Fig. 1: run 1, routed clock nets over the placement
(1.5 px per um)
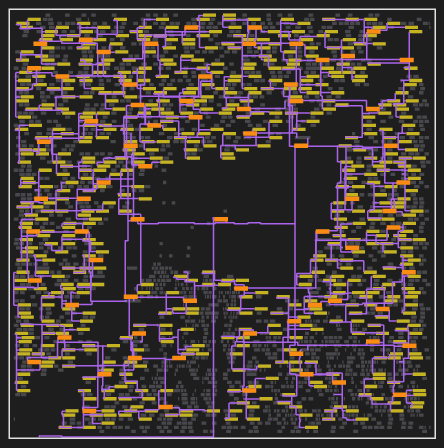
Fig. 2: run 1, the metal 1 layer
(1 px per um) Supply wires on this layer in gray.
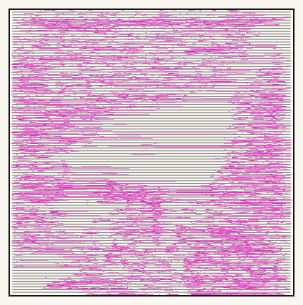
Fig. 3: run 1, the metal 3 layer
(1.5 px per um) Cells faint in the background.
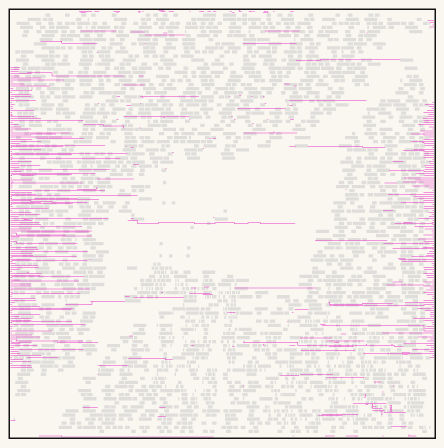
[src/rtl/nvme_admin_sq_fetch.sv]
// Admin submission queue fetch engine: tracks the SQ0 tail doorbell and head,
// reads one 64-byte entry per pending command and hands it to the decoder.
module nvme_admin_sq_fetch #(
    parameter int QPTR_W = 12
) (
    input  logic              clk_i,
    input  logic              reset_i,
    input  logic              en_i,
    input  logic [63:0]       asq_base_i,
    input  logic [QPTR_W-1:0] asqs_i,
    input  logic              db_wr_i,
    input  logic [15:0]       db_data_i,
    output logic              db_err_o,
    output logic              rd_req_valid_o,
    input  logic              rd_req_ready_i,
    output logic [63:0]       rd_req_addr_o,
    input  logic              rd_data_valid_i,
    input  logic [31:0]       rd_data_i,
    output logic              cmd_valid_o,
    input  logic              cmd_ready_i,
    output logic [511:0]      cmd_data_o,
    output logic [QPTR_W-1:0] sq_head_o,
    output logic              busy_o
);

    typedef enum logic [2:0] {
        ST_IDLE  = 3'd0,
        ST_REQ   = 3'd1,
        ST_DATA  = 3'd2,
        ST_OUT   = 3'd3,
        ST_DRAIN = 3'd4
    } state_t;

    state_t            state_q;
    logic [3:0]        beat_q;
    logic [QPTR_W-1:0] head_q, head_d;
    logic [QPTR_W-1:0] tail_q, tail_d;
    logic [63:0]       addr_q;
    logic              db_err_q;
    logic [31:0]       dword_q [16];

    logic              db_hit;
    logic              db_bad;
    logic              cmd_fire;
    logic              beat_fire;
    logic [63:0]       base_aligned;
    logic [63:0]       head_off;

    assign db_hit       = en_i && db_wr_i;
    assign db_bad       = db_hit && (32'(db_data_i) > 32'(asqs_i));
    assign cmd_fire     = en_i && (state_q == ST_OUT) && cmd_ready_i;
    assign beat_fire    = rd_data_valid_i && ((state_q == ST_DATA) || (state_q == ST_DRAIN));
    assign base_aligned = asq_base_i & ~64'hFFF;
    assign head_off     = {{(58-QPTR_W){1'b0}}, head_q, 6'b000000};

    // A doorbell and a head advance in the same cycle both land.
    always_comb begin
        head_d = head_q;
        tail_d = tail_q;
        if (!en_i) begin
            head_d = '0;
            tail_d = '0;
        end else begin
            if (cmd_fire)
                head_d = (head_q == asqs_i) ? '0 : head_q + QPTR_W'(1);
            if (db_hit && !db_bad)
                tail_d = db_data_i[QPTR_W-1:0];
        end
    end

    always_ff @(posedge clk_i or posedge reset_i) begin
        if (reset_i) begin
            state_q  <= ST_IDLE;
            beat_q   <= '0;
            head_q   <= '0;
            tail_q   <= '0;
            addr_q   <= '0;
            db_err_q <= 1'b0;
        end else begin
            head_q   <= head_d;
            tail_q   <= tail_d;
            db_err_q <= db_bad;
            case (state_q)
                ST_IDLE: begin
                    if (en_i && (head_q != tail_q)) begin
                        state_q <= ST_REQ;
                        addr_q  <= base_aligned + head_off;
                    end
                end
                ST_REQ: begin
                    if (!en_i) begin
                        state_q <= ST_IDLE;
                    end else if (rd_req_ready_i) begin
                        beat_q  <= '0;
                        state_q <= ST_DATA;
                    end
                end
                ST_DATA: begin
                    if (beat_fire) begin
                        beat_q <= beat_q + 4'd1;
                        if (beat_q == 4'd15)
                            state_q <= en_i ? ST_OUT : ST_IDLE;
                        else if (!en_i)
                            state_q <= ST_DRAIN;
                    end else if (!en_i) begin
                        state_q <= ST_DRAIN;
                    end
                end
                ST_OUT: begin
                    if (!en_i || cmd_ready_i)
                        state_q <= ST_IDLE;
                end
                ST_DRAIN: begin
                    // The read is still in flight; swallow its beats before reuse.
                    if (beat_fire) begin
                        beat_q <= beat_q + 4'd1;
                        if (beat_q == 4'd15)
                            state_q <= ST_IDLE;
                    end
                end
                default: state_q <= ST_IDLE;
            endcase
        end
    end

    genvar gi;
    generate
        for (gi = 0; gi < 16; gi++) begin : g_dword
            always_ff @(posedge clk_i or posedge reset_i) begin
                if (reset_i)
                    dword_q[gi] <= '0;
                else if (en_i && (state_q == ST_DATA) && rd_data_valid_i && (beat_q == 4'(gi)))
                    dword_q[gi] <= rd_data_i;
            end
            assign cmd_data_o[32*gi +: 32] = dword_q[gi];
        end
    endgenerate

    assign rd_req_valid_o = (state_q == ST_REQ);
    assign cmd_valid_o    = (state_q == ST_OUT);
    assign busy_o         = (state_q != ST_IDLE);
    assign rd_req_addr_o  = addr_q;
    assign sq_head_o      = head_q;
    assign db_err_o       = db_err_q;

endmodule

[config.mk]
export PLATFORM = sky130hd
export DESIGN_NAME = nvme_admin_sq_fetch
export DESIGN_NICKNAME = d
export VERILOG_FILES = /design/src/rtl/nvme_admin_sq_fetch.sv
export SDC_FILE = /design/constraint.sdc
export NUM_CORES = 1
export LEC_CHECK = 0
export CAP_MARGIN = 20
export CORE_AREA = 2 2 281 283
export CTS_CLUSTER_SIZE = 20
export DETAILED_ROUTE_END_ITERATION = 10
export DIE_AREA = 0 0 283 285
export PLACE_DENSITY = 0.55
export SETUP_SLACK_MARGIN = 0.5
export SYNTH_ARGS = -nofsm -noshare
export SYNTH_HDL_FRONTEND = slang
export SYNTH_SLANG_ARGS = --single-unit
[constraint.sdc]
create_clock -name clk_i -period 57.7 [get_ports clk_i]
set_input_delay 5.77 -clock clk_i [delete_from_list [all_inputs] [get_ports clk_i]]
set_output_delay 5.77 -clock clk_i [all_outputs]
set_load 0.1 [all_outputs]
==> results_tabular.tex, run 1 <==
% Yosys + OpenROAD metrics
\begin{tabular}{lr}
\hline
Metric & Value \\
\hline
\multicolumn{2}{l}{\textbf{Clock tree}} \\
\quad Post-CTS setup buffer count & 0 \\
\quad Clock Latency Late Sink & 620 ps \\
\quad Root buf cell & sky130\_fd\_sc\_hd\_\_clkbuf\_16 \\
\quad Clock sink total & 602 \\
\quad TritonCTS clock tree & built \\
\quad Clock transition time at the flip-flop clock pins of the worst setup and hold paths & 50 ps \\
\quad H-tree depth & 3 \\
\quad Clock buffers created by TritonCTS & 71 \\
\quad Bufs on Longest Clock Path & 3 \\
\quad CTS hold repair buffers & 0 \\
\quad Resized Gates After CTS & 0 \\
\multicolumn{2}{l}{\textbf{Run}} \\
\quad Count of tool warnings & 45 \\
\quad Number of max-capacitance violations reported & 0 \\
\multicolumn{2}{l}{\textbf{Power}} \\
\quad Switching power of the nets & 0.736 mW \\
\quad Reg power frac & 31.8\% \\
\quad Reported sequential group power & 0.513 mW \\
\quad Leakage power total & 16.6 nW \\
\quad Cell internal power dissipation & 0.879 mW \\
\quad Power density relative to cell area & 45.7 nW/um\^{}2 \\
\quad Peak supply drop & 29.1 uV \\
\quad Switching power as a share of total power & 45.6\% \\
\quad Portion of total power attributed to combinational logic & 40.6\% \\
\quad Total combinational power & 0.656 mW \\
\quad Total chip power & 1.62 mW \\
\quad Clock group & 0.446 mW \\
\multicolumn{2}{l}{\textbf{Floorplanning}} \\
\quad Die footprint & 80700 sq um \\
\quad Effective utilization at floorplan & 31.9\% \\
\quad Cell Rows & 103 \\
\quad Core area & 78000 sq um \\
\quad Width of the die & 283 um \\
\quad Die y size & 285 um \\
\multicolumn{2}{l}{\textbf{Synth}} \\
\quad Mean instance size in the synthesized netlist & 14.1 sq um \\
\quad Post-synthesis cell type with the largest instance count & sky130\_fd\_sc\_hd\_\_dfrtp\_1 \\
\quad Async set-or-reset flop fraction in the synthesized netlist & 100\% \\
\quad Largest area contributor in the netlist & sky130\_fd\_sc\_hd\_\_dfrtp\_1 \\
\quad Share of the synthesized area in the top cell type & 60.6\% \\
\quad Synth logic family & multiplexers \\
\quad Adder Share, Synth & 1.24\% \\
\quad Flip-flop and latch count after synthesis & 602 \\
\quad Post-synthesis cell count & 1768 \\
\quad Area of the mapped netlist & 24900 sq um \\
\quad Yosys cell count & 1768 \\
\quad Dominant Register Cell & sky130\_fd\_sc\_hd\_\_dfrtp\_1 \\
\quad Sequential area share after synthesis & 60.6\% \\
\quad Multiplexer fraction of the synthesized cell area & 24.3\% \\
\quad Share of synthesized cell area in and-or and or-and compound cells & 3.18\% \\
\quad Top area cells in the synthesized netlist & sky130\_fd\_sc\_hd\_\_dfrtp\_1 61\%, sky130\_fd\_sc\_hd\_\_mux2\_2 23\%, sky130\_fd\_sc\_hd\_\_xor2\_1 1.5\% \\
\quad Chip area estimate from yosys synthesis & 24900 sq um \\
\quad Number of warnings printed during yosys synthesis & 0 \\
\quad Commonest cells in the netlist & 602 x sky130\_fd\_sc\_hd\_\_dfrtp\_1, 507 x sky130\_fd\_sc\_hd\_\_mux2\_2, 66 x sky130\_fd\_sc\_hd\_\_buf\_2 \\
\multicolumn{2}{l}{\textbf{GRT}} \\
\quad Number of antenna violations at the first check in global routing & 1 \\
\quad Global-route wire length before repair & 129000 um \\
\quad Global-route track usage on met1 & 25.7\% \\
\quad Met2 Track Usage GR & 36.3\% \\
\quad Maximum number of pins on one net before global-route repair & 170 \\
\quad Most heavily used metal layer in global routing & met2 \\
\quad Vias in the first global route & 18512 \\
\quad Global routing usage on met3 & 6.34\% \\
\quad Overflow left after global routing & 0 \\
\multicolumn{2}{l}{\textbf{Hold path}} \\
\quad Number of cells on the worst hold path & 1 \\
\quad Class of the most critical hold timing path & reg -> reg \\
\quad Hold-critical path endpoint & rd\_req\_addr\_o[18]\$\_DFFE\_PP0P\_ \\
\quad Worst hold start & rd\_req\_addr\_o[18]\$\_DFFE\_PP0P\_ \\
\multicolumn{2}{l}{\textbf{Timing}} \\
\quad Final critical-path required period & 8540 ps \\
\quad RSZ-0062 raised after global routing & false \\
\quad Setup TNS after final layout & 0 ps \\
\quad Post-layout worst setup margin & 49160 ps \\
\quad Maximum clock skew at final layout & 19.1 ps \\
\quad Transition time of the tightest slew-check pin & 1140 ps \\
\quad Count of endpoints failing setup in the final report & 0 \\
\quad Final max-slew violation count & 0 \\
\quad Top achievable clock speed & 0.117 GHz \\
\quad Rel. slew slack & 23.5\% \\
\quad Share of the clock period used by the worst path & 14.8\% \\
\multicolumn{2}{l}{\textbf{Layout}} \\
\quad Layout Nets & 2613 \\
\quad Most used logic cell in the final layout & sky130\_fd\_sc\_hd\_\_clkdlybuf4s50\_1 \\
\quad Final core occ & 45.3\% \\
\quad Top Layout Cells & 704 x sky130\_fd\_sc\_hd\_\_clkdlybuf4s50\_1, 602 x sky130\_fd\_sc\_hd\_\_dfrtp\_1, 507 x sky130\_fd\_sc\_hd\_\_mux2\_2, 71 x sky130\_fd\_sc\_hd\_\_clkbuf\_16, 59 x sky130\_fd\_sc\_hd\_\_nor2\_1 \\
\quad Fraction of final layout cells sized beyond drive strength 1 & 26.9\% \\
\multicolumn{2}{l}{\textbf{Worst setup path}} \\
\quad Sequence of cells on the critical path & nor3b\_1 -> clkdlybuf4s50\_1 \\
\quad Slowest cell delay on critical path & 1270 ps \\
\quad CP delay by family, top & buffers and inverters \\
\quad Startpoint class of the critical path & flop \\
\quad Element type at the critical path end & primary output \\
\quad Type of the worst setup path & reg -> out \\
\quad Worst endpoint data arrival time & 2770 ps \\
\quad Reg2Reg Setup Slack & 54820 ps \\
\quad Number of buffer and inverter stages on the critical path & 1 \\
\quad Critical R2R Launch & sq\_head\_o[6]\$\_DFFE\_PP0P\_ \\
\quad Worst-path fanout max & 13 \\
\quad Levels on crit path & 2 \\
\quad Critical Path Slowest Stage Cell & sky130\_fd\_sc\_hd\_\_clkdlybuf4s50\_1 \\
\multicolumn{2}{l}{\textbf{Drt}} \\
\quad Drt first pass iters & 5 \\
\quad Total detailed-routing wirelength & 87600 um \\
\quad Detail Route met2 WL & 43100 um \\
\quad Detail Route Antenna Nets & 0 \\
\quad Average via count per standard cell & 4.87 \\
\quad Initial DRC count & 947 \\
\quad Wire length on met3 & 6080 um \\
\quad Wire per inst & 24.6 um \\
\quad Routed via count & 17369 \\
\quad Final routed DRC violation total & 0 \\
\multicolumn{2}{l}{\textbf{Placement}} \\
\quad Half-perimeter wire length after detailed placement & 61800 um \\
\quad DP Cell Count & 3432 \\
\quad Count of port buffers added during placement & 704 \\
\multicolumn{2}{l}{\textbf{Outcome}} \\
\quad Status & finished clean \\
\hline
\end{tabular}
Back to the opening pictures, Fig. 1:
legend:
  yellow:
    item: flip-flops
    count: 602
  orange:
    item: clock drivers
    count: 71
  purple:
    item: clock wires
    length: 8560 um
routed clock nets: 72
flops lie: all over the die

Back to the opening pictures, Fig. 2:
share of all routed wire: 40%
longest straight run: 118 um
nets with wire on the layer: 2325

Back to the opening pictures, Fig. 3:
main direction: horizontal
share of all routed wire: 6.9%

run 1: area by class of cell:
class                           instances  area [sq um]  share of cell area (%)
Tap cell                             1050          1310                    3.72
Timing Repair Buffer                  732          7330                    20.7
Sequential cell                       602         15100                    42.6
Clock inverter                         26           289                   0.818
Inverter                               32           128                   0.361
Antenna cell                            1          2.50                 0.00708
Multi-Input combinational cell       1019          9180                    26.0
Clock buffer                          102          2040                    5.78
run 1: sequential cells by signal (all words and copies together) (netlist names):
register and count:
beat_q 4, cmd_data_o 512, db_err_o 1, rd_req_addr_o 58
sq_head_o 12, state_q 3, tail_q 12
Fig. 4: run 1, local utilization
(1.5 px per um) 28 x 28 tiles, from white (low) to dark blue (high), 0 to 100% covered.
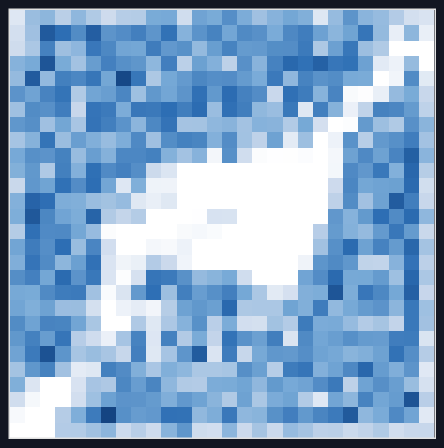

==> inputs of run 2 (changes only) <==
--- a/config.mk
+++ b/config.mk
@@ -6,11 +6,11 @@
 export NUM_CORES = 1
 export LEC_CHECK = 0
 export CAP_MARGIN = 20
-export CORE_AREA = 2 2 281 283
+export CORE_AREA = 2 2 283 285
 export CTS_CLUSTER_SIZE = 20
 export DETAILED_ROUTE_END_ITERATION = 10
-export DIE_AREA = 0 0 283 285
-export PLACE_DENSITY = 0.55
+export DIE_AREA = 0 0 285 287
+export PLACE_DENSITY = 0.54
 export SETUP_SLACK_MARGIN = 0.5
 export SYNTH_ARGS = -nofsm -noshare
 export SYNTH_HDL_FRONTEND = slang
==> constraint.sdc (replaced) <==
create_clock -name clk_i -period 8.4 [get_ports clk_i]
set_input_delay 0.84 -clock clk_i [delete_from_list [all_inputs] [get_ports clk_i]]
set_output_delay 0.84 -clock clk_i [all_outputs]
set_load 0.1 [all_outputs]
Fig. 5: run 2, local utilization
(1 px per um) 28 x 29 tiles, from white (low) to dark blue (high), 0 to 100% covered.
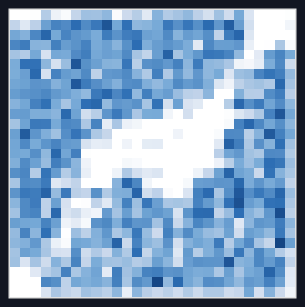
tiles over 75% full: 5.2%
emptiest ninth of the die: middle
mean over tiles: 42%

Fig. 6: run 2, the metal 3 layer
(1.5 px per um) Cells faint in the background.
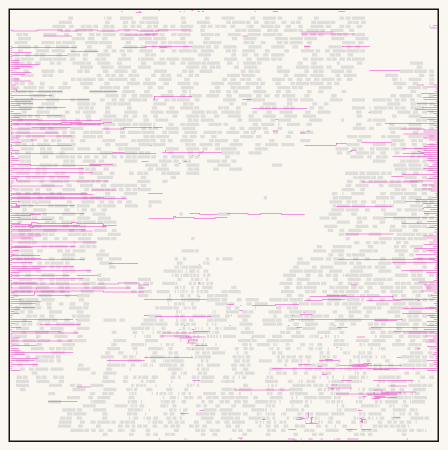
nets with wire on the layer: 397
wire length on this layer: 6540 um
share of all routed wire: 7.3%
main direction: horizontal
longest straight run: 110 um

==> results_tabular.tex, run 2 <==
% Yosys + OpenROAD metrics
\begin{tabular}{lr}
\hline
Metric & Value \\
\hline
\multicolumn{2}{l}{\textbf{Clock tree}} \\
\quad Clock Latency Late Sink & 620 ps (about the same) \\
\quad Bufs on Longest Clock Path & 3 (unchanged) \\
\quad Clock transition time at the flip-flop clock pins of the worst setup and hold paths & 50 ps (about the same) \\
\quad TritonCTS clock tree & built \\
\quad Clock sink total & 602 (unchanged) \\
\quad H-tree depth & 3 (unchanged) \\
\quad Clock buffers created by TritonCTS & 70 (-1.4\%) \\
\quad CTS hold repair buffers & 0 (unchanged) \\
\quad Root buf cell & sky130\_fd\_sc\_hd\_\_clkbuf\_16 \\
\multicolumn{2}{l}{\textbf{Layout}} \\
\quad Number of multi-input combinational cells & 1019 (unchanged) \\
\quad Final sequential cell count & 602 (unchanged) \\
\quad Cell kind with the greatest summed area & flip-flops and latches \\
\quad Share of the final layout cell area in multi-input gates & 26.0\% (about the same) \\
\quad Fraction of final layout cells sized beyond drive strength 1 & 26.8\% (-0.058 points) \\
\quad Layout Nets & 2612 (-0.038\%) \\
\quad Inverters & 32 (unchanged) \\
\quad Seq area share & 42.6\% (about the same) \\
\quad Number of flip-flops in the largest register & 512 (unchanged) \\
\quad Clock buffers & 98 (-3.9\%) \\
\quad Number of antenna diodes & 3 (+2) \\
\quad Non-clock buffer count & 732 (unchanged) \\
\quad Reg area & 15100 sq um (unchanged) \\
\quad Final core occ & 45.0\% (-0.35 points) \\
\quad Most used logic cell in the final layout & sky130\_fd\_sc\_hd\_\_clkdlybuf4s50\_1 \\
\quad Clock network area share & 6.58\% (-0.021 points) \\
\multicolumn{2}{l}{\textbf{Power}} \\
\quad Power density relative to cell area & 314 nW/um\^{}2 (+590\%) \\
\quad Leakage power total & 16.6 nW (-0.14\%) \\
\multicolumn{2}{l}{\textbf{Hold path}} \\
\quad Worst hold start & rd\_req\_addr\_o[18]\$\_DFFE\_PP0P\_ \\
\quad Number of cells on the worst hold path & 1 (unchanged) \\
\quad Class of the most critical hold timing path & reg -> reg \\
\quad Hold-critical path endpoint & rd\_req\_addr\_o[18]\$\_DFFE\_PP0P\_ \\
\multicolumn{2}{l}{\textbf{Floorplanning}} \\
\quad Cell Rows & 103 (unchanged) \\
\quad Die footprint & 81800 sq um (+1.4\%) \\
\quad Well-Tap Cells & 1050 (unchanged) \\
\quad Die y size & 287 um (+0.70\%) \\
\quad Core area & 78600 sq um (+0.83\%) \\
\quad Effective utilization at floorplan & 31.6\% (-0.26 points) \\
\multicolumn{2}{l}{\textbf{Synth}} \\
\quad Commonest cells in the netlist & 602 x sky130\_fd\_sc\_hd\_\_dfrtp\_1, 507 x sky130\_fd\_sc\_hd\_\_mux2\_2, 66 x sky130\_fd\_sc\_hd\_\_buf\_2 \\
\quad Area of the mapped netlist & 24900 sq um (unchanged) \\
\quad Number of warnings printed during yosys synthesis & 0 (unchanged) \\
\quad Synth logic family & multiplexers \\
\quad Chip area estimate from yosys synthesis & 24900 sq um (unchanged) \\
\quad Mean instance size in the synthesized netlist & 14.1 sq um (unchanged) \\
\quad Yosys cell count & 1768 (unchanged) \\
\quad Top area cells in the synthesized netlist & sky130\_fd\_sc\_hd\_\_dfrtp\_1 61\%, sky130\_fd\_sc\_hd\_\_mux2\_2 23\%, sky130\_fd\_sc\_hd\_\_xor2\_1 1.5\% \\
\quad Async set-or-reset flop fraction in the synthesized netlist & 100\% (unchanged) \\
\quad Adder Share, Synth & 1.24\% (unchanged) \\
\quad Post-synthesis cell count & 1768 (unchanged) \\
\quad Share of synthesized cell area in and-or and or-and compound cells & 3.18\% (unchanged) \\
\quad Post-synthesis cell type with the largest instance count & sky130\_fd\_sc\_hd\_\_dfrtp\_1 \\
\multicolumn{2}{l}{\textbf{Drt}} \\
\quad Routed via count & 17471 (+0.59\%) \\
\quad Wire per inst & 25.1 um (+2.2\%) \\
\quad Average via count per standard cell & 4.90 (+0.59\%) \\
\quad Initial DRC count & 918 (-3.1\%) \\
\quad Total detailed-routing wirelength & 89500 um (+2.2\%) \\
\quad Final routed DRC violation total & 0 (unchanged) \\
\quad Drt first pass iters & 5 (unchanged) \\
\multicolumn{2}{l}{\textbf{Timing}} \\
\quad Share of the clock period used by the worst path & 42.5\% \\
\quad Rel. slew slack & 21.3\% (-2.3 points) \\
\quad Final critical-path required period & 3570 ps \\
\quad Final max-slew violation count & 0 (unchanged) \\
\quad RSZ-0062 raised after global routing & false \\
\quad Top achievable clock speed & 0.280 GHz \\
\quad Maximum clock skew at final layout & 22.8 ps (+3.78 ps) \\
\quad Transition time of the tightest slew-check pin & 1180 ps (+33.8 ps) \\
\quad Count of endpoints failing setup in the final report & 0 (unchanged) \\
\multicolumn{2}{l}{\textbf{Outcome}} \\
\quad Status & finished clean \\
\multicolumn{2}{l}{\textbf{Worst setup path}} \\
\quad Startpoint class of the critical path & flop \\
\quad Reg2Reg Setup Slack & 5380 ps (-49440 ps) \\
\quad Sequence of cells on the critical path & nor3b\_1 -> clkdlybuf4s50\_1 \\
\quad Type of the worst setup path & reg -> out \\
\quad Slowest cell delay on critical path & 1260 ps (about the same) \\
\quad Critical R2R Launch & sq\_head\_o[6]\$\_DFFE\_PP0P\_ \\
\quad Number of buffer and inverter stages on the critical path & 1 (unchanged) \\
\quad Critical Path Slowest Stage Cell & sky130\_fd\_sc\_hd\_\_clkdlybuf4s50\_1 \\
\quad CP delay by family, top & buffers and inverters \\
\quad Worst endpoint data arrival time & 2730 ps (-40 ps) \\
\quad Worst-path fanout max & 13 (unchanged) \\
\multicolumn{2}{l}{\textbf{Run}} \\
\quad Number of max-capacitance violations reported & 0 (unchanged) \\
\multicolumn{2}{l}{\textbf{GRT}} \\
\quad Overflow left after global routing & 0 (unchanged) \\
\quad Number of antenna violations at the first check in global routing & 3 (+2) \\
\quad Maximum number of pins on one net before global-route repair & 171 (+0.59\%) \\
\quad Global-route wire length before repair & 130000 um (+0.23\%) \\
\multicolumn{2}{l}{\textbf{Placement}} \\
\quad Count of port buffers added during placement & 704 (unchanged) \\
\quad DP Cell Count & 3433 (+0.029\%) \\
\quad Half-perimeter wire length after detailed placement & 64000 um (+3.6\%) \\
\hline
\end{tabular}
[run 2: cell counts after synthesis]
No cell type changed its count.
[run 2: metal layers]
| metal | GRT usage (%) | wire [um] |
|---|---|---|
| met5 | 0 | 0 |
| met4 | 8.73 | 3570 |
| met3 | 6.52 | 6540 |
| met2 | 35.7 | 43300 |
| met1 | 26.0 | 36100 |
[run 2: metrics by stage]
stage	setup WS, ps	TNS, ps	total power, mW
2_1_floorplan	-651	-392020	6.88
3_3_place_gp	4620	0	8.04
3_5_place_dp	4590	0	8.08
4_1_cts	4790	0	11.2
5_1_grt	4670	0	11.5
6_report	4830	0	11.1
[run 2: power by group]
part	switching (mW)	total, mW	internal (mW)
sequential	0.238	3.52	3.28
combinational	3.51	4.49	0.980
clock	1.27	3.09	1.82
total	5.02	11.1	6.08
Power and IR drop assume default switching activity.
